===== src/rtl/mul_pipe.sv =====
// Pipelined RV32M/RV64M multiplier: MUL/MULH/MULHSU/MULHU with a configurable
// accept-to-result latency, global-stall freeze, output backpressure and flush.
module mul_pipe #(
  parameter int XLEN   = 32,
  parameter int STAGES = 3
) (
  input  logic                           clk,
  input  logic                           rst,
  input  logic                           in_valid,
  output logic                           in_ready,
  input  logic [1:0]                     in_op,
  input  logic [XLEN-1:0]                in_rs1,
  input  logic [XLEN-1:0]                in_rs2,
  input  logic [4:0]                     in_rd_addr,
  input  logic [XLEN-1:0]                in_tag,
  input  logic [31:0]                    in_instr,
  input  logic                           freeze,
  input  logic                           flush,
  output logic                           out_valid,
  input  logic                           out_ready,
  output logic [XLEN-1:0]                out_data,
  output logic [4:0]                     out_rd_addr,
  output logic [XLEN-1:0]                out_tag,
  output logic [31:0]                    out_instr,
  output logic                           busy,
  output logic [$clog2(STAGES+1)-1:0]    inflight
);

  localparam int CW = $clog2(STAGES+1);

  logic [STAGES:1]     valid_q, valid_d;
  logic [STAGES:1]     low_q, low_d;
  logic [4:0]          rd_q    [1:STAGES];
  logic [4:0]          rd_d    [1:STAGES];
  logic [XLEN-1:0]     tag_q   [1:STAGES];
  logic [XLEN-1:0]     tag_d   [1:STAGES];
  logic [31:0]         instr_q [1:STAGES];
  logic [31:0]         instr_d [1:STAGES];
  logic [XLEN:0]       a_q, a_d, b_q, b_d;
  logic [2*XLEN-1:0]   prod_q  [2:STAGES];
  logic [2*XLEN-1:0]   prod_d  [2:STAGES];

  logic                advance;
  logic                rs1_signed, rs2_signed;
  logic [2*XLEN-1:0]   a_ext, b_ext, prod_full;

  // The (XLEN+1)-bit operands are sign-extended to 2*XLEN; the product modulo
  // 2^(2*XLEN) is exactly the part of the signed product that is kept.
  assign a_ext     = {{(XLEN-1){a_q[XLEN]}}, a_q};
  assign b_ext     = {{(XLEN-1){b_q[XLEN]}}, b_q};
  assign prod_full = a_ext * b_ext;

  always_comb begin
    advance    = ~freeze & (~valid_q[STAGES] | out_ready);
    rs1_signed = (in_op == 2'b01) | (in_op == 2'b10);
    rs2_signed = (in_op == 2'b01);

    valid_d = valid_q;
    low_d   = low_q;
    rd_d    = rd_q;
    tag_d   = tag_q;
    instr_d = instr_q;
    a_d     = a_q;
    b_d     = b_q;
    prod_d  = prod_q;

    if (flush) begin
      valid_d = '0;
    end else if (advance) begin
      valid_d = {valid_q[STAGES-1:1], in_valid};
    end

    // Payloads only move on advance so an idle or stalled pipe stays quiet.
    if (advance) begin
      rd_d[1]    = in_rd_addr;
      tag_d[1]   = in_tag;
      instr_d[1] = in_instr;
      low_d[1]   = (in_op == 2'b00);
      a_d        = {rs1_signed & in_rs1[XLEN-1], in_rs1};
      b_d        = {rs2_signed & in_rs2[XLEN-1], in_rs2};
      for (int s = 2; s <= STAGES; s++) begin
        rd_d[s]    = rd_q[s-1];
        tag_d[s]   = tag_q[s-1];
        instr_d[s] = instr_q[s-1];
        low_d[s]   = low_q[s-1];
      end
      prod_d[2] = prod_full;
      for (int s = 3; s <= STAGES; s++) begin
        prod_d[s] = prod_q[s-1];
      end
    end
  end

  always_comb begin
    inflight = '0;
    for (int s = 1; s <= STAGES; s++) begin
      inflight = inflight + {{(CW-1){1'b0}}, valid_q[s]};
    end
    busy = |valid_q[STAGES-1:1];
  end

  always_ff @(posedge clk) begin
    if (rst) begin
      valid_q <= '0;
      low_q   <= '0;
      a_q     <= '0;
      b_q     <= '0;
      for (int s = 1; s <= STAGES; s++) begin
        rd_q[s]    <= '0;
        tag_q[s]   <= '0;
        instr_q[s] <= '0;
      end
      for (int s = 2; s <= STAGES; s++) begin
        prod_q[s] <= '0;
      end
    end else begin
      valid_q <= valid_d;
      low_q   <= low_d;
      rd_q    <= rd_d;
      tag_q   <= tag_d;
      instr_q <= instr_d;
      a_q     <= a_d;
      b_q     <= b_d;
      prod_q  <= prod_d;
    end
  end

  assign in_ready    = advance;
  assign out_valid   = valid_q[STAGES];
  assign out_data    = low_q[STAGES] ? prod_q[STAGES][XLEN-1:0]
                                     : prod_q[STAGES][2*XLEN-1:XLEN];
  assign out_rd_addr = rd_q[STAGES];
  assign out_tag     = tag_q[STAGES];
  assign out_instr   = instr_q[STAGES];

endmodule


===== config.mk =====
export PLATFORM = sky130hd
export DESIGN_NAME = mul_pipe
export DESIGN_NICKNAME = d
export VERILOG_FILES = /design/src/rtl/mul_pipe.sv
export SDC_FILE = /design/constraint.sdc
export NUM_CORES = 2
export LEC_CHECK = 0
export CAP_MARGIN = 20
export CORE_MARGIN = 4
export CORE_UTILIZATION = 55
export DETAILED_ROUTE_END_ITERATION = 6
export PLACE_DENSITY = 0.76
export SLEW_MARGIN = 20
export SYNTH_ARGS = -nofsm -noshare
export SYNTH_HDL_FRONTEND = slang
export SYNTH_SLANG_ARGS = --single-unit

===== constraint.sdc =====
create_clock -name clk -period 16.2 [get_ports clk]
set_input_delay 2.43 -clock clk [delete_from_list [all_inputs] [get_ports clk]]
set_output_delay 2.43 -clock clk [all_outputs]
set_load 0.01 [all_outputs]

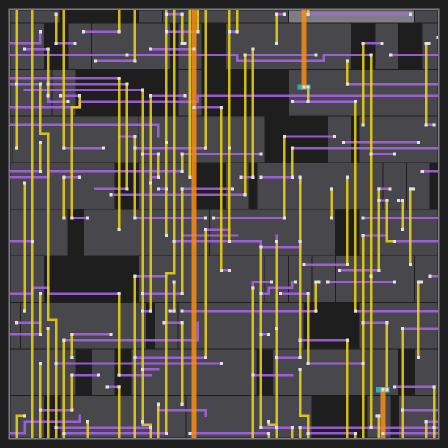
Fig. 1. Zoomed window.
Window x 67 to 92, y 226 to 251 µm. Cells in grey, sequential cells in the stronger grey; small squares are vias.
[M4] orange
[M3] cyan
[M1] purple
[M2] yellow
most frequent: inv_1 (17), fa_1 (16), ha_1 (3)
cells with their middle in the window: 38
sequential cells in the window: 0

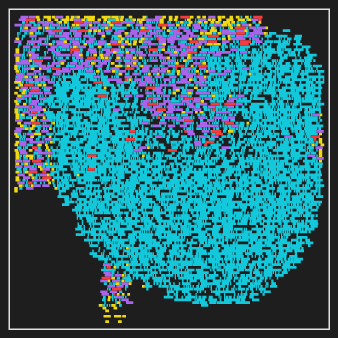
Fig. 2. Placement by cell class.
(1 px per µm)
[remaining buffers and delay cells] yellow | cells: 318
[registers] purple | cells: 407
[remaining logic cells] cyan | cells: 5,170
[clock drivers and dummy loads] red | cells: 78

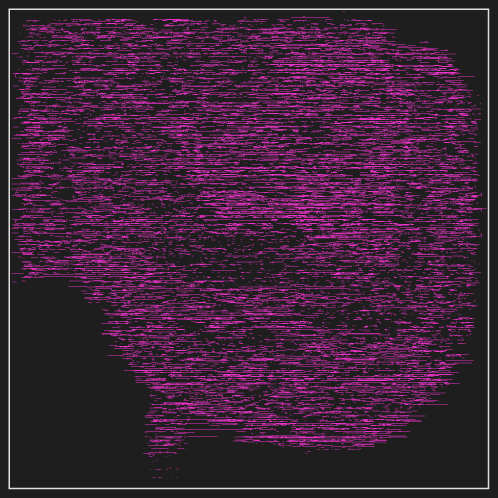
Fig. 3. Met1 routing.
(1.5 px per µm)
longest straight run: 53.8 µm
main direction: horizontal
Detailed Route WL: 133 mm
met1 Use GR: 0.320
vias: 39,400

==> metrics.yaml <==
clocking:
  htreeDepth: 2
  cts_resized: 0
final_layout:
  final_area_um2: 57300
  drive_gt1_frac: 0.0335
  clock_buffers: 58
  area_growth_pct: 8.01
  num-nonclk-buffers: 318
  buf_share: 0.0527
  largest-register: "prod_q"
  num-multi-input-gates: 4069
power_and_ir_drop:
  leakagePower_nw: 27.0
  pwr-share-comb: 0.428
  clockPowerShare: 0.275
  power_combinational_mw: 1.65
  clk-power_mw: 1.06
  power_frac_seq: 0.297
  power_density_nw_per_um2: 67.2
  p_int_mw: 2.34
detailed_routing:
  wl_met3_mm: 7.60
  met2_length_mm: 69.0
  wl_met1_mm: 49.4
  drt_iter0_markers: 2638
synth:
  ys_top_logic_family: "adder cells"
  synthAoiAreaFrac: 0.0644
  ys_cells: 6013
  ys_warn_count: 0
  synth_nets: 7494
  synth.avg_cell_area_um2: 8.82
  adder_share: 0.476
  ys_sh_simple: 0.174
  mux_area_frac: 0.00736
worst_setup_path:
  path_depth: 22
  cp_common_cell: "fa_1"
status:
  outcome: "completed"
timing:
  worst_pin_slew_ps: 1080
  hold_viol: 0
worst_hold_path:
  holdPathStages: 2
floorplan:
  num_rows: 113
placement:
  placed_cell_area_um2: 55700
grt:
  grtUsageTotal: 0.270
  use_met3: 0.0350
Power and IR drop assume default switching activity.
